$ cat src/rtl/div_unit.sv
// ---------------------------------------------------------------------------
// div_unit
//   Multicycle signed 32-bit divider. The unit divides the operand magnitudes
//   with a radix-2 restoring loop (one quotient bit per clock), then applies
//   the operand signs in a single correction cycle. The quotient truncates
//   toward zero and the remainder takes the sign of the dividend. A zero
//   divisor skips the loop and reports div0 together with done.
//
// Ports
//   clk    in   1   system clock, rising edge
//   reset  in   1   asynchronous active-low reset
//   start  in   1   begin a division (only looked at while idle)
//   a      in  32   dividend, two's complement, captured on the accepting edge
//   b      in  32   divisor, two's complement, captured on the accepting edge
//   busy   out  1   division in progress (RUN or FIX)
//   done   out  1   one-cycle pulse, result or div0 valid
//   div0   out  1   one-cycle pulse with done when the divisor was zero
//   hi     out 32   remainder, held until the next successful division
//   lo     out 32   quotient, held until the next successful division
//
// State   | meaning
// --------+-----------------------------------------------------------------
// IDLE    | waiting for start
// RUN     | 32 restoring-division steps, one quotient bit per edge
// FIX     | sign correction, hi/lo written
// DONE    | done pulse (with div0 on the zero-divisor path)
// ---------------------------------------------------------------------------
module div_unit (
    input  logic        clk,
    input  logic        reset,
    input  logic        start,
    input  logic [31:0] a,
    input  logic [31:0] b,
    output logic        busy,
    output logic        done,
    output logic        div0,
    output logic [31:0] hi,
    output logic [31:0] lo
);

    localparam logic [1:0] IDLE = 2'd0;
    localparam logic [1:0] RUN  = 2'd1;
    localparam logic [1:0] FIX  = 2'd2;
    localparam logic [1:0] DONE = 2'd3;

    logic [1:0]  state;
    logic [5:0]  cnt;
    logic [32:0] rem;
    logic [31:0] quot;
    logic [31:0] dvs;
    logic        sign_q;
    logic        sign_r;
    logic        div0_flag;

    logic [31:0] abs_a;
    logic [31:0] abs_b;
    logic [33:0] trial;
    logic [32:0] shifted_rem;
    logic [32:0] step_rem;
    logic        step_bit;

    // Two's-complement magnitude; 0x80000000 maps onto itself, which is the
    // correct unsigned magnitude.
    assign abs_a = a[31] ? (~a + 32'd1) : a;
    assign abs_b = b[31] ? (~b + 32'd1) : b;

    // The partial remainder is always below the divisor, so after the shift
    // it fits in 33 bits and bit 33 of the trial difference is the borrow.
    assign shifted_rem = {rem[31:0], quot[31]};
    assign trial       = {rem, quot[31]} - {2'b00, dvs};
    assign step_bit    = ~trial[33];
    assign step_rem    = step_bit ? trial[32:0] : shifted_rem;

    assign busy = (state == RUN) || (state == FIX);
    assign done = (state == DONE);
    assign div0 = (state == DONE) && div0_flag;

    always_ff @(posedge clk or negedge reset) begin
        if (!reset) begin
            state     <= IDLE;
            cnt       <= 6'd0;
            rem       <= 33'd0;
            quot      <= 32'd0;
            dvs       <= 32'd0;
            sign_q    <= 1'b0;
            sign_r    <= 1'b0;
            div0_flag <= 1'b0;
            hi        <= 32'd0;
            lo        <= 32'd0;
        end else begin
            case (state)
                IDLE: begin
                    if (start) begin
                        if (b == 32'd0) begin
                            div0_flag <= 1'b1;
                            state     <= DONE;
                        end else begin
                            quot      <= abs_a;
                            dvs       <= abs_b;
                            rem       <= 33'd0;
                            sign_q    <= a[31] ^ b[31];
                            sign_r    <= a[31];
                            cnt       <= 6'd0;
                            div0_flag <= 1'b0;
                            state     <= RUN;
                        end
                    end
                end
                RUN: begin
                    rem  <= step_rem;
                    quot <= {quot[30:0], step_bit};
                    cnt  <= cnt + 6'd1;
                    if (cnt == 6'd31) begin
                        state <= FIX;
                    end
                end
                FIX: begin
                    lo    <= sign_q ? (~quot + 32'd1) : quot;
                    hi    <= sign_r ? (~rem[31:0] + 32'd1) : rem[31:0];
                    state <= DONE;
                end
                DONE: begin
                    div0_flag <= 1'b0;
                    state     <= IDLE;
                end
                default: begin
                    state <= IDLE;
                end
            endcase
        end
    end

endmodule

$ cat config.mk
export PLATFORM = sky130hd
export DESIGN_NAME = div_unit
export DESIGN_NICKNAME = d
export VERILOG_FILES = /design/src/rtl/div_unit.sv
export SDC_FILE = /design/constraint.sdc
export NUM_CORES = 1
export LEC_CHECK = 0
export CAP_MARGIN = 20
export CELL_PAD_IN_SITES_DETAIL_PLACEMENT = 0
export CELL_PAD_IN_SITES_GLOBAL_PLACEMENT = 1
export CORE_MARGIN = 5
export CORE_UTILIZATION = 25
export CTS_CLUSTER_DIAMETER = 40
export DETAILED_ROUTE_END_ITERATION = 6
export PLACE_DENSITY = 0.54
export SYNTH_ARGS = -nofsm -noshare
export SYNTH_HDL_FRONTEND = slang
export SYNTH_SLANG_ARGS = --single-unit
$ cat constraint.sdc
create_clock -name clk -period 5.2 [get_ports clk]
set_clock_uncertainty 0.2 [all_clocks]
set_input_delay 1.3 -clock clk [delete_from_list [all_inputs] [get_ports clk]]
set_output_delay 1.3 -clock clk [all_outputs]
set_load 0.1 [all_outputs]
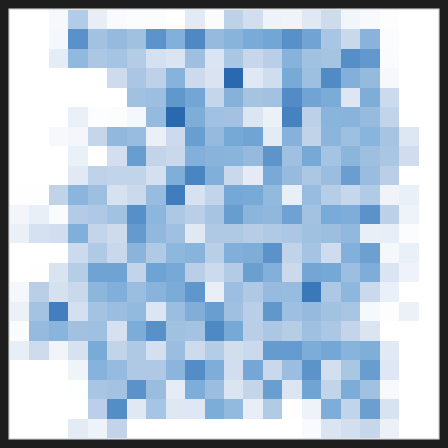
Figure 1: run 1, placement density heat map.
The die is cut into 22 by 22 equal tiles; white is low, dark blue is high, 0 to 100% covered.
densest ninth of the die = middle
nearly empty tiles = 22%
fullest tile = 77%
emptiest ninth of the die = top left
tiles over 75% full = 0.40%

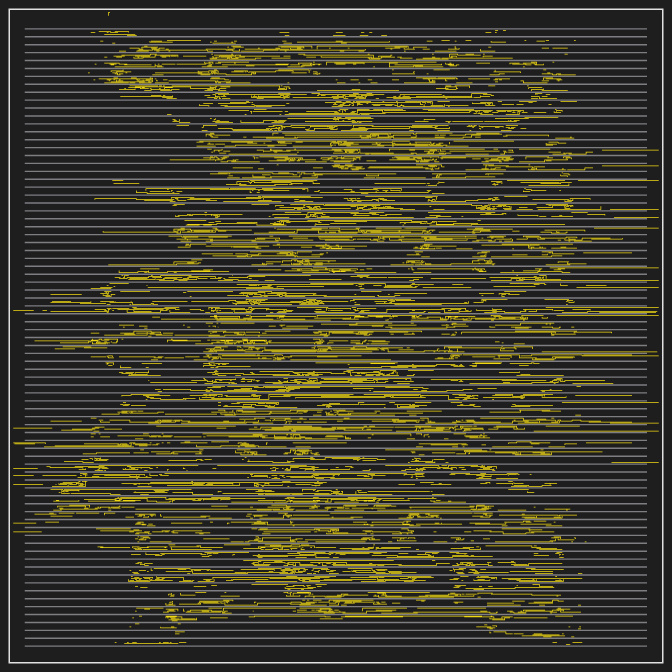
Figure 2: run 1, M1 wires.
Supply wires on this layer in grey.
wire length on this layer = 19700 um
longest straight run = 83.3 um
share of all routed wire = 55%

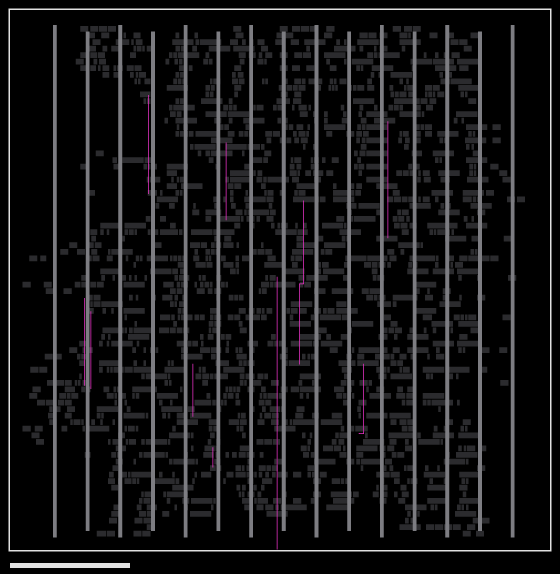
Figure 3: run 1, the metal 4 layer.
Bar = 50 um. Supply wires on this layer in grey. Cells faint in the background.
nets with wire on the layer = 6
share of all routed wire = 1.2%
wire length on this layer = 432 um
main direction = vertical

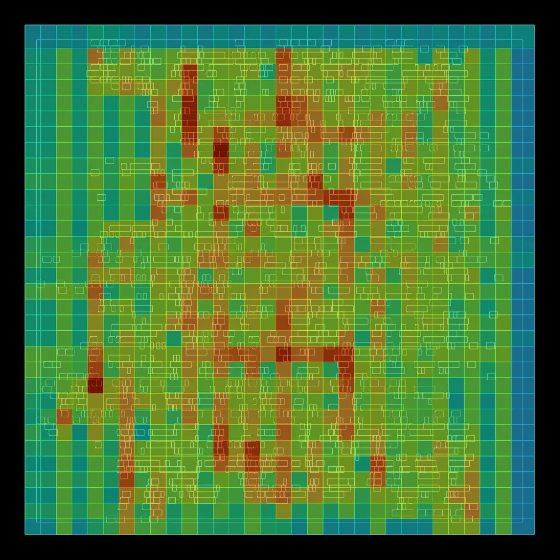
Figure 4: run 1, routing congestion map.
mean routed wirelength per cell: 17.6 um
utilization after layout: 30.9%
busiest grt layer: met1
Global Route met2 Usage: 19.6%

==> out/qor.json, run 1 <==
{
  "count_of_library_flops_with_an_enable_pin": {"value": 0},
  "timing.hold.worst.start": {"value": "dvs[14]"},
  "met1_usage": {"value": 22.9, "unit": "%"},
  "ioPinCount": {"value": 134},
  "global_route.usage.met3": {"value": 2.48, "unit": "%"},
  "syn_area": {"value": 11500, "unit": "um2"},
  "yosysCellCount": {"value": 1344},
  "result_of_the_run": {"value": "complete, no violations"},
  "area_growth_syn_to_layout": {"value": 22.3, "unit": "%"},
  "crit_chain": {"value": "clkdlybuf4s50_1, nor4_1, nand4b_1, or4_1, or2_2, or3_1, o31ai_1, xor2_1, o21ai_0"},
  "lay_top_count": {"value": "sky130_fd_sc_hd__dfrtp_1"},
  "criticalPathCategory": {"value": "primary input to flop"},
  "rr_worst_depth": {"value": 12},
  "path_clk_slew": {"value": 70, "unit": "ps"},
  "synth.distinct_cells": {"value": 68},
  "fin_tns_setup": {"value": 0, "unit": "ps"},
  "dominantRegCellSynth": {"value": "sky130_fd_sc_hd__dfrtp_1"},
  "fraction_of_final_layout_cells_with_drive_strength_greater_than_1": {"value": 6.00, "unit": "%"},
  "most_common_cell": {"value": "sky130_fd_sc_hd__dfrtp_1"},
  "cp_data_arrival_time": {"value": 4410, "unit": "ps"},
  "resized_gates_after_cts": {"value": 0},
  "synth-seq-cells": {"value": 172},
  "lay_top_cells": {"value": "172 x sky130_fd_sc_hd__dfrtp_1, 154 x sky130_fd_sc_hd__a21oi_1, 132 x sky130_fd_sc_hd__clkdlybuf4s50_1"},
  "min_period": {"value": 4280, "unit": "ps"},
  "drt_pass_1_iters": {"value": 5},
  "critical_path.max_stage_delay": {"value": 590, "unit": "ps"},
  "rsz0062_at_grt": {"value": "no"},
  "average_cell_area_after_synthesis": {"value": 8.53, "unit": "um2"},
  "top_layer_used": {"value": "met4"},
  "dr_total_vias": {"value": 10000},
  "pin_count_of_the_biggest_net_entering_global_routing": {"value": 83},
  "hold_buffers": {"value": 0},
  "sequential_cell_area_fraction_in_the_yosys_report": {"value": 37.6, "unit": "%"},
  "first_iter_violations": {"value": 673},
  "clk-insertion-delay-late": {"value": 450, "unit": "ps"},
  "metal_1_wl": {"value": 19.7, "unit": "mm"},
  "clockBufferDepth": {"value": 2},
  "crit_slowest_cell": {"value": "sky130_fd_sc_hd__or4_1"},
  "gpl.final_weighted_congestion": {"value": 0.841},
  "crit-reg2reg-launch": {"value": "quot[31]"},
  "coreArea": {"value": 45400, "unit": "um2"},
  "fmaxAchievable": {"value": 233, "unit": "MHz"},
  "worst_hold_path_depth": {"value": 2},
  "antenna_cells": {"value": 0},
  "worstPathBufferInverterCount": {"value": 1},
  "synth_top_cell_by_area": {"value": "sky130_fd_sc_hd__dfrtp_1"},
  "antenna_violations_before_repair": {"value": 0},
  "reg2reg_slack": {"value": 1170, "unit": "ps"},
  "die_y": {"value": 224, "unit": "um"},
  "fp.dieW": {"value": 224, "unit": "um"},
  "dr_wl_met3": {"value": 1.47, "unit": "mm"},
  "holdPathEnd": {"value": "dvs[14]"}
}
==> run 1: layout make-up <==
cell class	instances	area, um2
fillers	4760	31400
multi-input cells	1033	6630
flip-flops and latches	172	4300
repair buffers	156	1520
well taps	600	751
clock buffers	17	425
inverters	57	214
clock inverters	15	178
==> run 1: how the worst max path moves through the flow <==
stage                     cells after the start        to  startpoint  slack, ps
final                                         9  quot[29]        a[6]        920
after global routing                          9   quot[5]       b[24]        670
after CTS                                     9  quot[29]        a[8]        980
after detailed placement                      9  quot[29]        a[6]        500
after global placement                        9  quot[29]        a[8]        510
after floorplan                               9   rem[30]       b[15]       1280
==> run 1: sequential cells by signal (all words and copies together), names as in the netlist <==
register	count
cnt	6
sign_q	1
sign_r	1
hi	32
rem	33
state	2
lo	32
div0_flag	1
dvs	32
quot	32
==> run 1: through the flow <==
stage	hold slack (ps)	instance area (um2)	util [%]	worst slack (ps)	cells
6_report	280	14000	30.9	915	2050
2_1_floorplan	249	11500	-	1280	1344
5_1_grt	312	14000	30.9	674	2050
4_1_cts	287	14000	30.9	978	2049
3_5_place_dp	272	13400	29.5	497	2017
3_3_place_gp	265	13400	29.5	505	2017
==> run 1: cell families after synthesis <==
| kind of cell | after synthesis | synth area share [%] |
|---|---|---|
| compound gates | 443 | 23.4 |
| xor+xnor | 148 | 11.3 |
| mux | 31 | 2.77 |
| fa+ha+maj | 42 | 4.65 |
| buf+inv | 139 | 4.91 |
| flops | 172 | 37.6 |
| simple gates | 369 | 15.4 |
==> run 1: tightest hold or removal path, stage by stage (launching register included) <==
cell	delay (ps)
sky130_fd_sc_hd__dfrtp_1	340
sky130_fd_sc_hd__nand2_1	50
sky130_fd_sc_hd__o21ai_0	60
Figure 5. Placement by cell class (run 1).
Bar = 50 um. Fill, decap, tap and diode cells in grey.
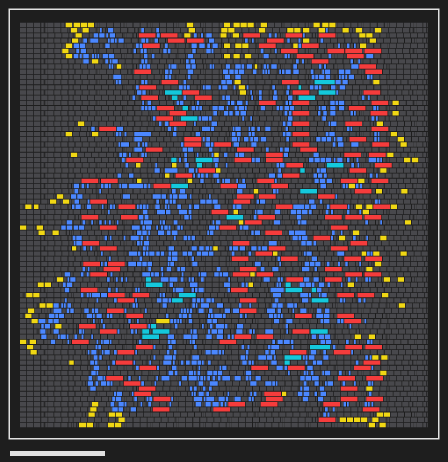

## Run 2: what changed since run 1
Clock period 5.2 ns to 4.25 ns, I/O delays scaled along.
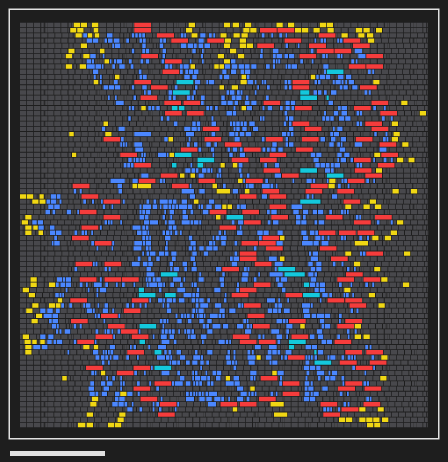
Figure 6: run 2, placement by cell class.
Bar = 50 um. Fill, decap, tap and diode cells in grey.
combinational and other logic -> blue  # cells 1090, share of their area 51%
remaining buffers and delay cells -> yellow  # cells 185, share of their area 13%
sequential cells -> red  # cells 172, share of their area 32%
clock drivers and dummy loads -> cyan  # cells 32, share of their area 4.5%

==> out/qor.json, run 2 <==
{
  "result_of_the_run": {"value": "complete, no violations"},
  "clkSinkCount": {"value": 172},
  "area_growth_syn_to_layout": {"value": 24.6, "unit": "%"},
  "tool_warnings": {"value": 29},
  "finish.utilization": {"value": 31.5, "unit": "%"},
  "first_global_vias": {"value": 9717},
  "area_fraction_of_the_dominant_cell_type_after_synthesis": {"value": 37.6, "unit": "%"},
  "grt.busiest_layer": {"value": "met1"},
  "antenna_cells": {"value": 0},
  "cts_tree": {"value": "done"},
  "final_max_tran_viols": {"value": 0},
  "cts_root_buf": {"value": "sky130_fd_sc_hd__clkbuf_16"},
  "timing.max_cap.violations": {"value": 0},
  "cts_setup_buffers": {"value": 0},
  "place.detailed.instances": {"value": 2047},
  "fraction_of_final_layout_cells_with_drive_strength_greater_than_1": {"value": 7.91, "unit": "%"},
  "syn_area": {"value": 11500, "unit": "um2"},
  "post-route-drc-count": {"value": 0},
  "hold_viol": {"value": 0},
  "topCellsByArea": {"value": "sky130_fd_sc_hd__dfrtp_1 38%, sky130_fd_sc_hd__xor2_1 8.6%, sky130_fd_sc_hd__a21oi_1 6.8%"},
  "dieArea": {"value": 50200, "unit": "um2"},
  "metal_1_wl": {"value": 19.9, "unit": "mm"},
  "dp_hpwl": {"value": 28.0, "unit": "mm"},
  "drt-wirelength-per-cell": {"value": 17.5, "unit": "um"},
  "min_period": {"value": 3870, "unit": "ps"},
  "grt.total_usage": {"value": 14.4, "unit": "%"},
  "reg2reg_slack": {"value": 380, "unit": "ps"},
  "regMostFlops": {"value": "rem"},
  "count_of_library_flops_with_an_enable_pin": {"value": 0},
  "postLayoutSetupSlackWorst": {"value": 381, "unit": "ps"},
  "path_clk_slew": {"value": 70, "unit": "ps"},
  "synthesis.yosys.warnings": {"value": 0},
  "initCoreUtil": {"value": 25.2, "unit": "%"},
  "nets": {"value": 1575},
  "synth_top_cell_by_area": {"value": "sky130_fd_sc_hd__dfrtp_1"},
  "finish.instance_area": {"value": 14300, "unit": "um2"},
  "overflow": {"value": 0},
  "die_y": {"value": 224, "unit": "um"},
  "cts-buffers-inserted": {"value": 17},
  "criticalPathCategory": {"value": "flop to flop"},
  "final.period_utilization": {"value": 91.0, "unit": "%"},
  "place_ws": {"value": 13.1, "unit": "ps"},
  "dr_wl_met3": {"value": 1.27, "unit": "mm"},
  "most_common_cell": {"value": "sky130_fd_sc_hd__dfrtp_1"},
  "ioPinCount": {"value": 134},
  "fmaxAchievable": {"value": 258, "unit": "MHz"},
  "synth.cells.most_frequent": {"value": "172 x sky130_fd_sc_hd__dfrtp_1, 155 x sky130_fd_sc_hd__a21oi_1, 125 x sky130_fd_sc_hd__o21ai_0"},
  "ys_area": {"value": 11500, "unit": "um2"},
  "first_iter_violations": {"value": 753},
  "timing.final.setup_violations": {"value": 0},
  "dominantRegCellSynth": {"value": "sky130_fd_sc_hd__dfrtp_1"},
  "drt-vias-per-instance": {"value": 4.85},
  "drtAntennaViolNets": {"value": 0},
  "antenna_violations_before_repair": {"value": 1},
  "worstSetupEndpointType": {"value": "flop"},
  "met1_usage": {"value": 23.5, "unit": "%"},
  "tally_of_non_filler_cells_in_the_final_layout": {"value": 2079},
  "hold_ws": {"value": 279, "unit": "ps"},
  "synthesis.instances": {"value": 1344},
  "clk-insertion-delay-late": {"value": 450, "unit": "ps"},
  "fp.dieW": {"value": 224, "unit": "um"},
  "largest_reg_flops": {"value": 33},
  "average_cell_area_after_synthesis": {"value": 8.53, "unit": "um2"},
  "pin_count_of_the_biggest_net_entering_global_routing": {"value": 75},
  "synth.distinct_cells": {"value": 68},
  "routed_wl": {"value": 36.3, "unit": "mm"},
  "dpl_cell_area": {"value": 13700, "unit": "um2"},
  "gpl.final_weighted_congestion": {"value": 0.861},
  "cp_data_arrival_time": {"value": 3990, "unit": "ps"},
  "resized_gates_after_cts": {"value": 0},
  "holdCritPathClass": {"value": "flop to flop"},
  "synth_async_sr_flop_share": {"value": 100, "unit": "%"},
  "hold_buffers": {"value": 0},
  "global_route.usage.met3": {"value": 2.21, "unit": "%"},
  "top_layer_used": {"value": "met4"},
  "rows": {"value": 78},
  "io_buffers": {"value": 133},
  "drt_pass_1_iters": {"value": 5},
  "worst_setup_sp_type": {"value": "flop"},
  "lay_top_count": {"value": "sky130_fd_sc_hd__dfrtp_1"},
  "globalRouteMet2Util": {"value": 19.3, "unit": "%"},
  "relSlewSlack": {"value": 29.5, "unit": "%"},
  "worstPathRequired": {"value": 4370, "unit": "ps"},
  "sequential_cell_area_fraction_in_the_yosys_report": {"value": 37.6, "unit": "%"},
  "worst-slew-pin-transition": {"value": 1050, "unit": "ps"},
  "lay_top_cells": {"value": "172 x sky130_fd_sc_hd__dfrtp_1, 154 x sky130_fd_sc_hd__a21oi_1, 129 x sky130_fd_sc_hd__clkdlybuf4s50_1"},
  "h-tree-depth": {"value": 4},
  "worstPathMaxFanout": {"value": 5},
  "synth-seq-cells": {"value": 172},
  "clockBufferDepth": {"value": 2},
  "rsz0062_at_grt": {"value": "no"},
  "fin_tns_setup": {"value": 0, "unit": "ps"},
  "wl_met2": {"value": 14.7, "unit": "mm"},
  "yosysCellCount": {"value": 1344},
  "first_pass_grt_wire_length": {"value": 57.9, "unit": "mm"},
  "coreArea": {"value": 45400, "unit": "um2"},
  "dr_total_vias": {"value": 10100},
  "postSynthNetCount": {"value": 1453}
}
-- run 2: cells by family after synthesis --
group	count (synthesis)	share of synthesized area [%]
xor+xnor	148	11.3
fa+ha+maj	42	4.65
mux	31	2.77
compound gates	443	23.4
flops	172	37.6
simple gates	369	15.4
buf+inv	139	4.91
-- run 2: final timing paths --
kind,to,cells past startpoint,startpoint
min reg2reg,dvs[27],2,dvs[27]
max in group asynchronous,quot[15],2,reset
min,dvs[27],2,dvs[27]
min in group asynchronous,dvs[7],1,reset
max,rem[30],12,quot[31]
max reg2reg,rem[30],12,quot[31]
-- run 2: area by class of cell --
class                      count  area (um2)
clock buffer                  20         447
clock inverter                12         156
fill                        4793       31100
inverter                      57         214
multi-input combinational   1033        6630
sequential                   172        4300
tap                          600         751
timing repair buffer         185        1780
-- run 2: critical path, cell delays in order (launching register included) --
cell,delay (ps)
sky130_fd_sc_hd__dfrtp_1,380
sky130_fd_sc_hd__inv_1,140
sky130_fd_sc_hd__ha_1,180
sky130_fd_sc_hd__inv_1,50
sky130_fd_sc_hd__fa_1,410
sky130_fd_sc_hd__a21o_1,200
sky130_fd_sc_hd__a221oi_1,420
sky130_fd_sc_hd__nor2b_1,260
sky130_fd_sc_hd__o221a_2,270
sky130_fd_sc_hd__a211oi_1,150
sky130_fd_sc_hd__or3_1,440
sky130_fd_sc_hd__and4_1,190
sky130_fd_sc_hd__or3b_2,430
## Run 3: what changed since run 2
Settings changed: ABC_AREA from default to 0.
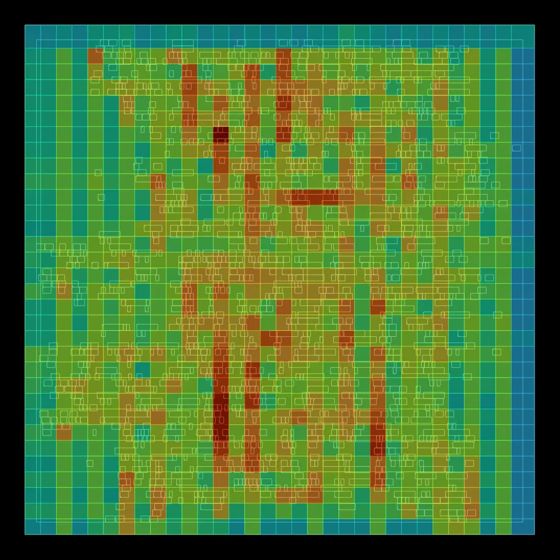
Figure 7: run 3, routing congestion map.
utilization after layout: 31.5%
GR met1 Demand/Resource: 23.5%
total global routing track utilization: 14.4%
Global Route met2 Usage: 19.3%

==> out/qor.json, run 3 <==
{
  "post-route-drc-count": {"value": 0},
  "crit-reg2reg-launch": {"value": "quot[31]"},
  "finish.instance_area": {"value": 14300, "unit": "um2"},
  "most_common_cell": {"value": "sky130_fd_sc_hd__dfrtp_1"},
  "pin_count_of_the_biggest_net_entering_global_routing": {"value": 75},
  "ioPinCount": {"value": 134},
  "cts_root_buf": {"value": "sky130_fd_sc_hd__clkbuf_16"},
  "antenna_cells": {"value": 0},
  "synth-seq-cells": {"value": 172},
  "dominantRegCellSynth": {"value": "sky130_fd_sc_hd__dfrtp_1"},
  "drt-wirelength-per-cell": {"value": 17.5, "unit": "um"},
  "resized_gates_after_cts": {"value": 0},
  "dr_total_vias": {"value": 10100},
  "initCoreUtil": {"value": 25.2, "unit": "%"},
  "drt_pass_1_iters": {"value": 5},
  "sequential_cell_area_fraction_in_the_yosys_report": {"value": 37.6, "unit": "%"},
  "clockBufferDepth": {"value": 2},
  "area_growth_syn_to_layout": {"value": 24.6, "unit": "%"},
  "crit_start": {"value": "quot[31]"},
  "synth_top_cell_by_area": {"value": "sky130_fd_sc_hd__dfrtp_1"},
  "average_cell_area_after_synthesis": {"value": 8.53, "unit": "um2"},
  "cts-buffers-inserted": {"value": 17},
  "routed_wl": {"value": 36.3, "unit": "mm"},
  "cts_setup_buffers": {"value": 0},
  "drtAntennaViolNets": {"value": 0},
  "critical_path.max_stage_delay": {"value": 440, "unit": "ps"},
  "timing.hold.worst.start": {"value": "dvs[27]"},
  "worstPathBufferInverterCount": {"value": 2},
  "crit_chain": {"value": "inv_1, ha_1, inv_1, fa_1, a21o_1, a221oi_1, nor2b_1, o221a_2, a211oi_1, or3_1, and4_1, or3b_2"},
  "synthesis.instances": {"value": 1344},
  "topCellsByArea": {"value": "sky130_fd_sc_hd__dfrtp_1 38%, sky130_fd_sc_hd__xor2_1 8.6%, sky130_fd_sc_hd__a21oi_1 6.8%"},
  "hold_buffers": {"value": 0},
  "lay_top_cells": {"value": "172 x sky130_fd_sc_hd__dfrtp_1, 154 x sky130_fd_sc_hd__a21oi_1, 129 x sky130_fd_sc_hd__clkdlybuf4s50_1"},
  "timing.max_cap.violations": {"value": 0},
  "worstSetupEndpointType": {"value": "flop"},
  "die_y": {"value": 224, "unit": "um"},
  "synth.distinct_cells": {"value": 68},
  "final_max_tran_viols": {"value": 0},
  "relSlewSlack": {"value": 29.5, "unit": "%"},
  "rows": {"value": 78},
  "result_of_the_run": {"value": "complete, no violations"},
  "fraction_of_final_layout_cells_with_drive_strength_greater_than_1": {"value": 7.91, "unit": "%"},
  "rsz0062_at_grt": {"value": "no"},
  "coreArea": {"value": 45400, "unit": "um2"},
  "first_global_vias": {"value": 9717},
  "tool_warnings": {"value": 29},
  "cp_common_cell": {"value": "sky130_fd_sc_hd__inv_1"},
  "hold_viol": {"value": 0},
  "criticalPathCategory": {"value": "flop to flop"},
  "dp_hpwl": {"value": 28.0, "unit": "mm"},
  "io_buffers": {"value": 133},
  "synthesis.yosys.warnings": {"value": 0},
  "fmaxAchievable": {"value": 258, "unit": "MHz"},
  "area_fraction_of_the_dominant_cell_type_after_synthesis": {"value": 37.6, "unit": "%"},
  "postSynthNetCount": {"value": 1453},
  "count_of_library_flops_with_an_enable_pin": {"value": 0},
  "timing.final.setup_violations": {"value": 0},
  "first_iter_violations": {"value": 753},
  "antenna_violations_before_repair": {"value": 1},
  "worstPathMaxFanout": {"value": 5},
  "first_pass_grt_wire_length": {"value": 57.9, "unit": "mm"},
  "gpl.final_weighted_congestion": {"value": 0.861},
  "min_period": {"value": 3870, "unit": "ps"},
  "lay_top_count": {"value": "sky130_fd_sc_hd__dfrtp_1"}
}
==> run 3: cell counts in the layout (fill, tap and decap cells not counted) <==
No cell type changed its count.
==> run 3: routing by layer <==
metal  global-route usage, %  routed length (um)  vias up
li1                        -                   -     5074
met1                    23.5               19900     4824
met2                    19.3               14700      163
met3                    2.21                1270       29
met4                    3.50                 464        0
met5                       0                   0        -
==> run 3: logic make-up after synthesis <==
logic type / Yosys count / share of synthesized area, %
AOI/OAI and AO/OA: 443 / 23.4
DFF: 172 / 37.6
adders and majority gates: 42 / 4.65
buffers and inverters: 139 / 4.91
and+or+nand+nor: 369 / 15.4
xor gates and xnor gates: 148 / 11.3
muxes: 31 / 2.77
==> run 3: area by class of cell <==
cell class / count / area [um2]
clock buffers: 20 / 447
clock inverters: 12 / 156
fillers: 4793 / 31100
inverters: 57 / 214
multi-input cells: 1033 / 6630
flip-flops and latches: 172 / 4300
well taps: 600 / 751
repair buffers: 185 / 1780
==> run 3: final timing paths <==
kind | end | slack [ps] | cells past startpoint
worst max-delay path | rem[30] | 380 | 12
worst min-delay path | dvs[27] | 280 | 2
worst max register to register | rem[30] | 380 | 12
worst min register to register | dvs[27] | 280 | 2
max in group asynchronous | quot[15] | 2700 | 2
min in group asynchronous | dvs[7] | 400 | 1
==> run 3: metrics by stage <==
stage	utilization [%]	std cells	setup slack [ps]
after floorplan	-	1344	568
after global placement	30.1	2047	66.6
after detailed placement	30.1	2047	13.1
after CTS	31.5	2079	369
after global routing	31.5	2079	201
final	31.5	2079	381
